$ cat config.mk
export PLATFORM = sky130hd
export DESIGN_NAME = key_debounce
export DESIGN_NICKNAME = d
export VERILOG_FILES = /design/src/rtl/key_pkg.sv /design/src/rtl/key_debounce_sync_chain.sv /design/src/rtl/key_debounce.sv
export SDC_FILE = /design/constraint.sdc
export NUM_CORES = 1
export LEC_CHECK = 0
export CAP_MARGIN = 0
export CORE_ASPECT_RATIO = 1.75
export CORE_UTILIZATION = 57
export DETAILED_ROUTE_END_ITERATION = 6
export GPL_ROUTABILITY_DRIVEN = 0
export PLACE_DENSITY = 0.9
export SLEW_MARGIN = 10
export SYNTH_ARGS = -nofsm -noshare
export SYNTH_HDL_FRONTEND = slang
export SYNTH_SLANG_ARGS = --single-unit
$ cat constraint.sdc
create_clock -name clk -period 2.9 [get_ports clk]
set_input_delay 0.435 -clock clk [delete_from_list [all_inputs] [get_ports clk]]
set_output_delay 0.435 -clock clk [all_outputs]
set_load 0.005 [all_outputs]
$ cat src/rtl/key_pkg.sv
// Shared types and constants for the push-button input conditioning blocks.
package key_pkg;

  typedef enum logic [1:0] {
    KEY_IDLE        = 2'd0,
    KEY_PRESS_CHK   = 2'd1,
    KEY_PRESSED     = 2'd2,
    KEY_RELEASE_CHK = 2'd3
  } key_state_t;

  // Raw pin level the synchroniser holds in reset: the released (high) state.
  localparam logic KEY_SYNC_RESET = 1'b1;

endpackage

$ cat src/rtl/key_debounce_sync_chain.sv
// Generic multi-flop synchroniser for asynchronous board inputs.
module sync_chain #(
  parameter int   STAGES  = 2,
  parameter logic RST_VAL = 1'b0
) (
  input  logic clk,
  input  logic rst_n,
  input  logic d,
  output logic q
);

  logic [STAGES-1:0] sync_q, sync_d;

  always_comb sync_d = {sync_q[STAGES-2:0], d};

  always_ff @(posedge clk or negedge rst_n) begin
    if (!rst_n) sync_q <= {STAGES{RST_VAL}};
    else        sync_q <= sync_d;
  end

  assign q = sync_q[STAGES-1];

endmodule

$ cat src/rtl/key_debounce.sv
// Push-button synchroniser + 4-state debouncer with press/release strobes and press counter.
// Optional long-press strobe enabled by defining KEY_LONGPRESS_EN.
module key_debounce
  import key_pkg::*;
#(
  parameter int SYNC_STAGES     = 2,
  parameter int DEBOUNCE_CYCLES = 500000,
  parameter int CNT_W           = 8,
  parameter int LONG_CYCLES     = 50000000
) (
  input  logic             clk,
  input  logic             kill,
  input  logic             key,
  output logic             key_level,
  output logic             key_press,
  output logic             key_release,
  output logic [CNT_W-1:0] press_cnt,
  output logic             long_press
);

  localparam int DW = $clog2(DEBOUNCE_CYCLES);

  logic       key_sync;
  logic       s;
  key_state_t state_q, state_d;
  logic [DW-1:0]    cnt_q, cnt_d;
  logic             level_q, level_d;
  logic             press_q, press_d;
  logic             release_q, release_d;
  logic [CNT_W-1:0] pcnt_q, pcnt_d;

  sync_chain #(
    .STAGES  (SYNC_STAGES),
    .RST_VAL (KEY_SYNC_RESET)
  ) u_sync (
    .clk   (clk),
    .rst_n (kill),
    .d     (key),
    .q     (key_sync)
  );

  // Pin is active-low; everything downstream works in pressed=1 terms.
  assign s = ~key_sync;

  always_comb begin
    state_d   = state_q;
    cnt_d     = cnt_q;
    press_d   = 1'b0;
    release_d = 1'b0;
    pcnt_d    = pcnt_q;
    unique case (state_q)
      KEY_IDLE: begin
        if (s) begin
          state_d = KEY_PRESS_CHK;
          cnt_d   = DW'(1);
        end
      end
      KEY_PRESS_CHK: begin
        if (!s) begin
          state_d = KEY_IDLE;
          cnt_d   = '0;
        end else if (cnt_q == DW'(DEBOUNCE_CYCLES - 1)) begin
          state_d = KEY_PRESSED;
          cnt_d   = '0;
          press_d = 1'b1;
          if (pcnt_q != '1) pcnt_d = pcnt_q + CNT_W'(1);
        end else begin
          cnt_d = cnt_q + DW'(1);
        end
      end
      KEY_PRESSED: begin
        if (!s) begin
          state_d = KEY_RELEASE_CHK;
          cnt_d   = DW'(1);
        end
      end
      KEY_RELEASE_CHK: begin
        if (s) begin
          state_d = KEY_PRESSED;
          cnt_d   = '0;
        end else if (cnt_q == DW'(DEBOUNCE_CYCLES - 1)) begin
          state_d   = KEY_IDLE;
          cnt_d     = '0;
          release_d = 1'b1;
        end else begin
          cnt_d = cnt_q + DW'(1);
        end
      end
      default: begin
        state_d = KEY_IDLE;
        cnt_d   = '0;
      end
    endcase
    level_d = (state_d == KEY_PRESSED) || (state_d == KEY_RELEASE_CHK);
  end

  always_ff @(posedge clk or negedge kill) begin
    if (!kill) begin
      state_q   <= KEY_IDLE;
      cnt_q     <= '0;
      level_q   <= 1'b0;
      press_q   <= 1'b0;
      release_q <= 1'b0;
      pcnt_q    <= '0;
    end else begin
      state_q   <= state_d;
      cnt_q     <= cnt_d;
      level_q   <= level_d;
      press_q   <= press_d;
      release_q <= release_d;
      pcnt_q    <= pcnt_d;
    end
  end

  assign key_level   = level_q;
  assign key_press   = press_q;
  assign key_release = release_q;
  assign press_cnt   = pcnt_q;

`ifdef KEY_LONGPRESS_EN
  localparam int HW = $clog2(LONG_CYCLES);

  logic [HW-1:0] hold_q, hold_d;
  logic          fired_q, fired_d;
  logic          long_q, long_d;
  logic          holding;

  assign holding = (state_q == KEY_PRESSED) || (state_q == KEY_RELEASE_CHK);

  // Hold counter saturates at LONG_CYCLES-1; fired_q limits it to one pulse per press.
  always_comb begin
    hold_d  = hold_q;
    long_d  = holding && (hold_q == HW'(LONG_CYCLES - 1)) && !fired_q;
    fired_d = fired_q | long_d;
    if (press_d || state_d == KEY_IDLE) begin
      hold_d  = '0;
      fired_d = 1'b0;
    end else if (holding && hold_q != HW'(LONG_CYCLES - 1)) begin
      hold_d = hold_q + HW'(1);
    end
  end

  always_ff @(posedge clk or negedge kill) begin
    if (!kill) begin
      hold_q  <= '0;
      fired_q <= 1'b0;
      long_q  <= 1'b0;
    end else begin
      hold_q  <= hold_d;
      fired_q <= fired_d;
      long_q  <= long_d;
    end
  end

  assign long_press = long_q;
`else
  logic unused_long_cycles;
  assign unused_long_cycles = (LONG_CYCLES == 0);
  assign long_press = 1'b0;
`endif

endmodule
run_1/layer_met1.png
Supply wires on this layer in grey.
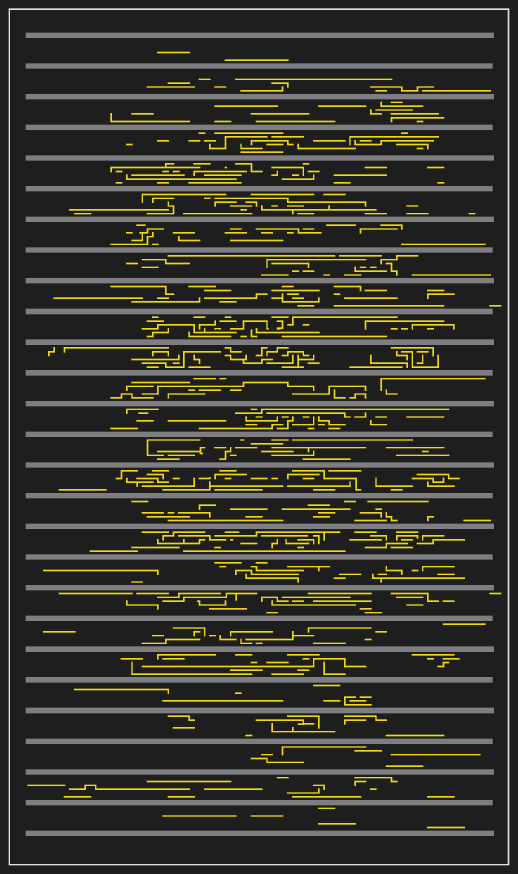
nets with wire on the layer = 181
share of all routed wire = 36%
wire length on this layer = 1440 µm

run_1/io_fan.png
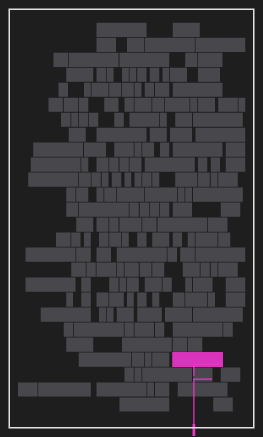
magenta -> key_release  # bits 1, direction output, edge bottom, end cells 1, buffers 1, wire 18.6 µm

run_1/layer_met4.png
The bar under the picture is 10 µm long. Supply wires on this layer in grey. Cells faint in the background.
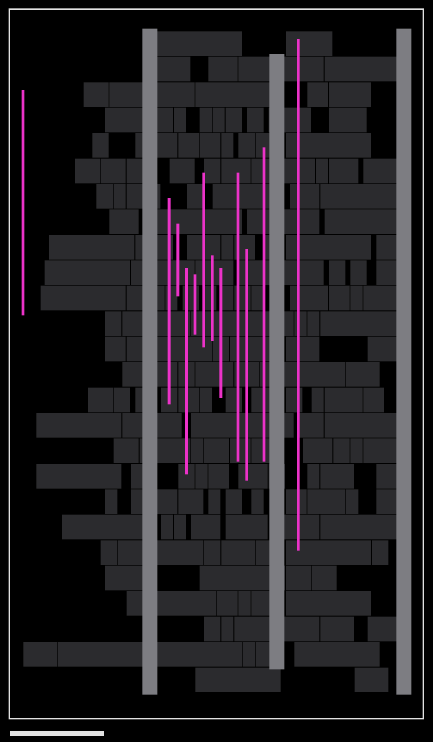
share of all routed wire = 6.7%
nets with wire on the layer = 12
wire length on this layer = 265 µm
main direction = vertical

==> deck_impl_summary.md, run 1 <==
Flow Results at a Glance

Yosys
  • Top logic family: simple AND/OR/NAND/NOR gates
  • Proportion of synthesized flip-flops having asynchronous set or reset: 100%
  • Flops & latches, synth: 33
  • Simple-gate area share of the yosys netlist: a little over a quarter
  • Number of cell instances after yosys synthesis: ~180
  • Yosys warnings: 0
  • Post-synthesis compound-gate area fraction: 12.5%
  • FA/HA/MAJ Cells, Area Fraction: ~1.4%
  • Synth Instances: between 150 and 200
  • Sequential share of the synthesized area: a little under half
  • Area reported by Yosys stat: 1770 µm²
  • Xor-xnor portion of the synthesized cell area: roughly 4%
  • Post-Syn Nets: between 150 and 200
  • Dominant cell area share: a little over two fifths
  • Synth top cells by count: sky130_fd_sc_hd__dfrtp_1 (31), sky130_fd_sc_hd__nand2_1 (22), sky130_fd_sc_hd__nand3_1 (16)
  • EDFF count, synth: 0
  • Syn_area_per_cell: 9.71 µm²
  • Top cells, area: sky130_fd_sc_hd__dfrtp_1 (44%), sky130_fd_sc_hd__nand2_1 (4.7%), sky130_fd_sc_hd__nand3_1 (4.5%)
  • Cell type with the largest total area: sky130_fd_sc_hd__dfrtp_1
  • Top-count cell post-synth: sky130_fd_sc_hd__dfrtp_1
  • Count of unique library cells instantiated by Yosys: 50
  • Top FF cell, synth: sky130_fd_sc_hd__dfrtp_1
  • Post-synth mux share: 4.53%
  • Post-Synthesis Cell Area: between 1500 and 2000 µm²

Routing
  • Number of detailed-routing iterations run before antenna repair: 7
  • Via density per instance: ~6.6
  • Drt initial violations: between 80 and 90
  • Via total after detailed routing: 1492
  • Routed WL: roughly 4000 µm
  • Average wire per cell in the routed design: around 18 µm
  • Residual antenna-violating net count after detailed routing: 0
  • DRC: 1

Power
  • Worst vdd ir: ~0.00032 V
  • Power after layout: roughly 860 µW
  • Cell Pwr Density: about 430 nW/µm²
  • P_leak: around 0.00083 µW

Final timing
  • Least-Margin Pin Slew: slightly below 0.8 ns
  • Total negative setup slack: 0 ns
  • Worst setup slack after layout: 0.643 ns
  • Clock Skews: between 0.008 and 0.009 ns
  • Number of hold-slack violations in the final timing report: 0
  • Post-layout period usage of the worst path: 77.8%
  • Slew headroom: between 40% and 50%
  • Top achievable clock speed: roughly 0.44 GHz
  • Unrepaired setup endpoints after global routing: false
  • Final worst hold slack: roughly 0.36 ns
  • Max-slew violation total from the final report: 0
  • Final-report setup violation count: 0
  • Crit path time final: approximately 2.3 ns

Setup path
  • Terminus of the critical flop-to-flop path: cnt_q[11]
  • Arrival time at the worst endpoint: about 2.4 ns
  • Critical Path Start Type: flop
  • Data required time of the critical path: just over 3 ns
  • Cell count of the worst reg-to-reg path: 5
  • Critical setup path kind: flop to flop
  • Worst setup path start: cnt_q[6]
  • Launch point of the worst reg-to-reg path: cnt_q[6]
  • Category of the worst setup path capture point: flop
  • Largest fanout of any net on the critical path: 11
  • Worst Setup EP: cnt_q[11]
  • Setup slack on the worst flop-to-flop path: around 0.64 ns

Layout
  • Top library cells by usage in the layout, fill and taps aside: sky130_fd_sc_hd__dfrtp_1 (31), sky130_fd_sc_hd__nand2_1 (22), sky130_fd_sc_hd__nand3_1 (16), sky130_fd_sc_hd__clkdlybuf4s50_1 (13), sky130_fd_sc_hd__o21ai_0 (9)
  • NumNets Final: 202
  • Area growth from synthesis to layout: 12.5%
  • Plain + repair buffers: 15
  • Util after Layout: 67.9%
  • Most frequently placed logic cell in the final layout: sky130_fd_sc_hd__dfrtp_1
  • Final std cells w/o fill: 226
  • Comb area: roughly 880 µm²
  • Num sequential: 33
  • Non-clock buffering overhead in the final layout: about 7.3%
  • ClkCell Share: under 10%
  • Proportion of cell area occupied by registers: 41.6%
  • Share of the final layout cell area in multi-input gates: 44.4%
  • Design Area, Final: 1990 µm²
  • Number of non-clock inverters: 4
  • Area taken by flip-flops and latches: between 800 and 900 µm²
  • Antenna Diode Count: 0
  • Max-area cell class: logic gates
  • Fraction of final layout cells sized beyond drive strength 1: 11.1%
  • Clock buffers: 6
  • Total number of multi-input combinational cells: approximately 140
  • Layout filler cell count: about 210

Clock network
  • Clock-pin transition on the worst setup and hold timing paths: ~0.07 ns
  • Clock insertion delay at the later pin of the skew report: 0.30 ns
  • Root cell of the clock tree: sky130_fd_sc_hd__clkbuf_8
  • Deepest level of the CTS H-tree: 2
  • Clock tree from TritonCTS: done
  • Post-CTS sizing: 0
  • Number of buffers inserted by post-CTS setup repair: 0
  • Total clock sinks: 33
  • Number of hold buffers added after cts: 0
  • Clock Tree Buf Depth: 2
  • Total clock buffers created by CTS: 5

GRT
  • Met2 demand-to-capacity share in global routing: a little under half
  • Via count of the first global-routing pass: roughly 1.4k
  • Wire length of the first global-routing pass: around 6600 µm
  • Number of antenna violations at the first check in global routing: 0
  • Largest net degree at the start of global routing: 19
  • Most Used Layer, Global Route: met2
  • Global-route met1 utilization: slightly below 30%
  • Global-route congestion overflow total: 0
  • Met3 Use GR: roughly 9%
  • Total global routing track utilization: between 20% and 30%

Run
  • Number of warnings the tools reported: 26
  • Count of max-cap constraint violations: 0

Floorplanning
  • Std cell rows: 26
  • Vert. Die Dim: ~76 µm
  • Core outline area: between 2000 and 3000 µm²
  • Pre-placement core utilization: between 60% and 70%
  • Tapcells inserted: 28
  • Die Footprint: roughly 3300 µm²
  • Die X-Extent: around 44 µm
  • Top-Level Pins: 15

Min path
  • Depth of the worst hold-timing path: 0
  • Beginning of the worst hold path: u_sync.sync_q[0]
  • Min-delay worst type: flop to flop
  • Worst Hold End: u_sync.sync_q[1]

Run status
  • Violated checks: DRC
  • Result of the run: finished, violations left

Place
  • Pre-CTS setup slack: 0.690 ns
  • IO buf count: 13
  • Estimated wirelength of the detail-placed design: around 2900 µm
  • Cell count after placement: 218
  • Placed cell area: 1910 µm²
run 1: sequential cells by signal, summed over array words and instances (netlist names):
signal         count
press_cnt          8
state_q            1
key_release        1
u_sync.sync_q      2
key_press          1
cnt_q             19
key_level          1
run 1: power by group:
part	internal, µW	switching, µW
clock network	166	170
registers	468	7.60
logic	16.6	31.0
run 1: routing by layer:
metal,wire [µm],vias to the layer above
met5,0,-
met4,264,0
met3,187,28
met2,2060,68
met1,1440,706
li1,-,690
run 1: critical path, cell delays in order (launching register included):
cell	delay [ns]
sky130_fd_sc_hd__dfrtp_1	0.44
sky130_fd_sc_hd__or4_4	0.58
sky130_fd_sc_hd__nor3_4	0.35
sky130_fd_sc_hd__a21o_1	0.40
sky130_fd_sc_hd__o21ai_2	0.11
sky130_fd_sc_hd__mux2_4	0.26
run_1/placement_by_type.png
The bar under the picture is 10 µm long. Fill, decap, tap and diode cells in grey.
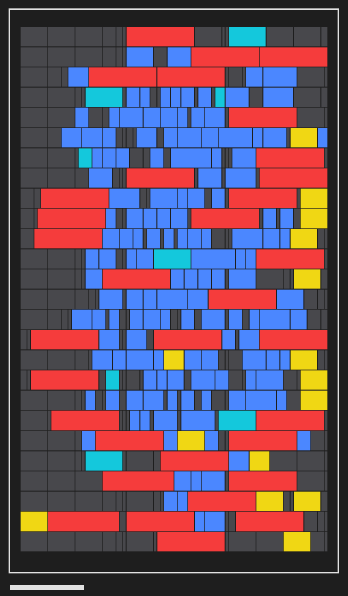

==> run 2, diff against run 1 <==
==> constraint.sdc (replaced) <==
create_clock -name clk -period 2.12 [get_ports clk]
set_input_delay 0.318 -clock clk [delete_from_list [all_inputs] [get_ports clk]]
set_output_delay 0.318 -clock clk [all_outputs]
set_load 0.005 [all_outputs]
run_2/placement_by_type.png
The bar under the picture is 10 µm long. Fill, decap, tap and diode cells in grey.
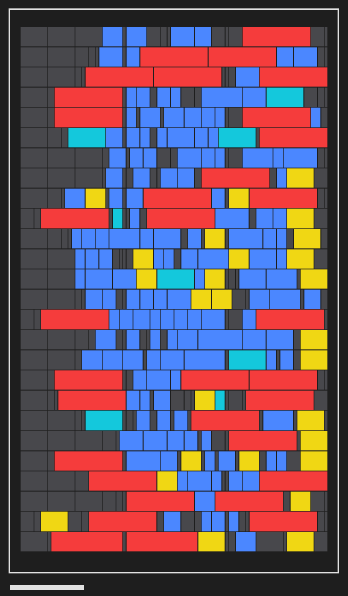
yellow -> remaining buffers and delay cells  # cells 27, share of their area 11%
cyan -> clock drivers and dummy loads  # cells 8, share of their area 4.4%
red -> sequential cells  # cells 33, share of their area 40%
blue -> combinational and other logic  # cells 142, share of their area 44%

run_2/layer_met1.png
Supply wires on this layer in grey.
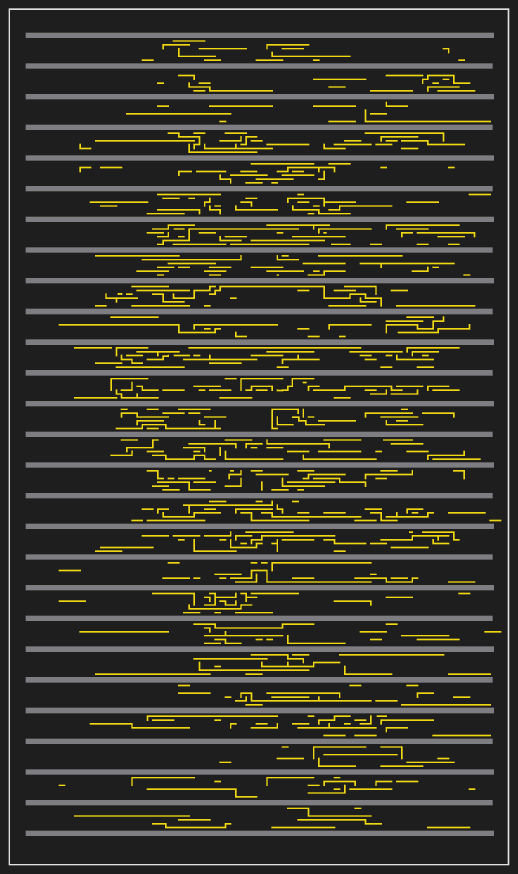
nets with wire on the layer = 194
wire length on this layer = 1420 µm
share of all routed wire = 35%

run_2/io_fan.png
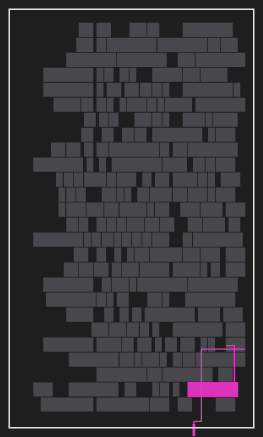
magenta -> key_release  # bits 1, direction output, edge bottom, end cells 1, buffers 1, wire 33.0 µm

==> run 2 against run 1 <==
Effect of this change:
- the flow still finishes with violations (DRC)
- combinational power increased by 64%
- critical path type unchanged
- clock power increased by 42%
- largest power group unchanged
- synthesized area unchanged
- design area increased by 5.5%
==> deck_impl_summary.md, run 2 <==
Flow Results at a Glance

Yosys
  • Flops & latches, synth: 33
  • Post-synthesis compound-gate area fraction: between 10% and 20%
  • Number of cell instances after yosys synthesis: around 180
  • Syn_area_per_cell: 9.71 µm²
  • Top-count cell post-synth: sky130_fd_sc_hd__dfrtp_1
  • Cell type with the largest total area: sky130_fd_sc_hd__dfrtp_1
  • Simple-gate area share of the yosys netlist: 27.3%
  • EDFF count, synth: 0
  • Xor-xnor portion of the synthesized cell area: a little under 4%
  • Post-Syn Nets: 187
  • Top FF cell, synth: sky130_fd_sc_hd__dfrtp_1
  • Sequential share of the synthesized area: roughly 47%
  • Top cells, area: sky130_fd_sc_hd__dfrtp_1 (44%), sky130_fd_sc_hd__nand2_1 (4.7%), sky130_fd_sc_hd__nand3_1 (4.5%)
  • Post-Synthesis Cell Area: 1770 µm²
  • Proportion of synthesized flip-flops having asynchronous set or reset: 100%
  • Area reported by Yosys stat: 1770 µm²
  • Yosys warnings: 0
  • Post-synth mux share: around 4.5%
  • Top logic family: simple AND/OR/NAND/NOR gates
  • Synth Instances: 182
  • Synth top cells by count: sky130_fd_sc_hd__dfrtp_1 (31), sky130_fd_sc_hd__nand2_1 (22), sky130_fd_sc_hd__nand3_1 (16)

Floorplanning
  • Top-Level Pins: 15
  • Vert. Die Dim: around 76 µm
  • Die X-Extent: 44.1 µm
  • Std cell rows: 26
  • Core outline area: between 2000 and 3000 µm²
  • Die Footprint: 3340 µm²
  • Pre-placement core utilization: around 60%

Clock network
  • Clock-pin transition on the worst setup and hold timing paths: 0.06 ns
  • Clock tree from TritonCTS: done
  • Deepest level of the CTS H-tree: 2
  • Clock insertion delay at the later pin of the skew report: 0.29 ns
  • Root cell of the clock tree: sky130_fd_sc_hd__clkbuf_8
  • Total clock buffers created by CTS: 5
  • Total clock sinks: 33

Final timing
  • Worst setup slack after layout: roughly 0.09 ns
  • Total negative setup slack: 0 ns
  • Final-report setup violation count: 0
  • Post-layout period usage of the worst path: around 96%
  • Number of hold-slack violations in the final timing report: 0
  • Crit path time final: 2.03 ns
  • Max-slew violation total from the final report: 0
  • Least-Margin Pin Slew: 0.573 ns
  • Final worst hold slack: roughly 0.36 ns
  • Top achievable clock speed: between 0.4 and 0.5 GHz
  • Slew headroom: between 60% and 70%

Run
  • Number of warnings the tools reported: 26
  • Count of max-cap constraint violations: 0

Layout
  • Util after Layout: between 70% and 80%
  • Design Area, Final: 2100 µm²
  • Top library cells by usage in the layout, fill and taps aside: sky130_fd_sc_hd__dfrtp_1 (31), sky130_fd_sc_hd__nand2_1 (22), sky130_fd_sc_hd__nand3_1 (16), sky130_fd_sc_hd__buf_4 (14), sky130_fd_sc_hd__clkdlybuf4s50_1 (13)
  • Fraction of final layout cells sized beyond drive strength 1: 17.1%
  • Register bank with the most flops: cnt_q
  • Area growth from synthesis to layout: 18.8%
  • NumNets Final: around 210
  • Final std cells w/o fill: 238
  • Layout filler cell count: between 150 and 200
  • Most frequently placed logic cell in the final layout: sky130_fd_sc_hd__dfrtp_1

Place
  • Placed cell area: around 2000 µm²
  • IO buf count: 13
  • Estimated wirelength of the detail-placed design: approximately 2900 µm
  • Cell count after placement: around 230

GRT
  • Global-route congestion overflow total: 0
  • Wire length of the first global-routing pass: between 6000 and 7000 µm
  • Via count of the first global-routing pass: 1448
  • Total global routing track utilization: a little over a quarter
  • Number of antenna violations at the first check in global routing: 0

Setup path
  • Setup slack on the worst flop-to-flop path: slightly below 0.09 ns
  • Crit-path leading delay family: simple AND/OR/NAND/NOR gates
  • Largest fanout of any net on the critical path: 8
  • Cell depth of the worst setup path: 6
  • Critical setup path kind: flop to flop
  • Launch point of the worst reg-to-reg path: cnt_q[9]
  • Data required time of the critical path: around 2.3 ns
  • Worst stage delay on the critical path: ~0.53 ns
  • Critical Path Start Type: flop
  • Count of buffer and inverter cells on the critical path: 1
  • Ordered cell list for the critical path: or4_4 -> nor3_4 -> buf_4 -> a21oi_2 -> and2_1 -> mux2_4
  • Cell count of the worst reg-to-reg path: 6
  • Category of the worst setup path capture point: flop
  • Worst setup path start: cnt_q[9]

Power
  • Power after layout: 1200 µW
  • P_leak: between 0.0008 and 0.0009 µW
  • Cell Pwr Density: ~570 nW/µm²

Min path
  • Depth of the worst hold-timing path: 0
  • Worst Hold End: u_sync.sync_q[1]
  • Beginning of the worst hold path: u_sync.sync_q[0]

Routing
  • Drt initial violations: between 70 and 80
  • DRC: 1
  • Average wire per cell in the routed design: approximately 17 µm
  • Via total after detailed routing: 1524
  • Via density per instance: 6.40

Run status
  • Violated checks: DRC
  • Result of the run: finished, violations left
==> run 2: power breakdown <==
part	switching (µW)	total (µW)	internal [µW]
clock	214	478	264
combinational	46.3	78.0	31.8
sequential	7.90	648	641
total	268	1200	937
==> run 2: final cells by class <==
cell class	count	area (µm²)	share of cell area (%)
Timing Repair Buffer	27	235	11.2
Clock buffer	8	90.1	4.29
Inverter	4	15.0	0.715
Multi-Input combinational cell	138	896	42.7
Sequential cell	33	828	39.5
Tap cell	28	35.0	1.67
==> run 2: repair_timing <==
action	4_1_cts	5_1_grt
hold buffers	0	0
setup buffers	0	2
endpoints found under the setup margin	0	11
resized	0	4
==> run 2: per-layer routing <==
layer	vias up	global-route usage [%]	wire, µm
li1	706	-	-
met1	747	26.2	1420
met2	56	49.8	2300
met3	15	7.58	200
met4	0	15.8	117
met5	-	0	0
Power is estimated from default activity; no workload was simulated.
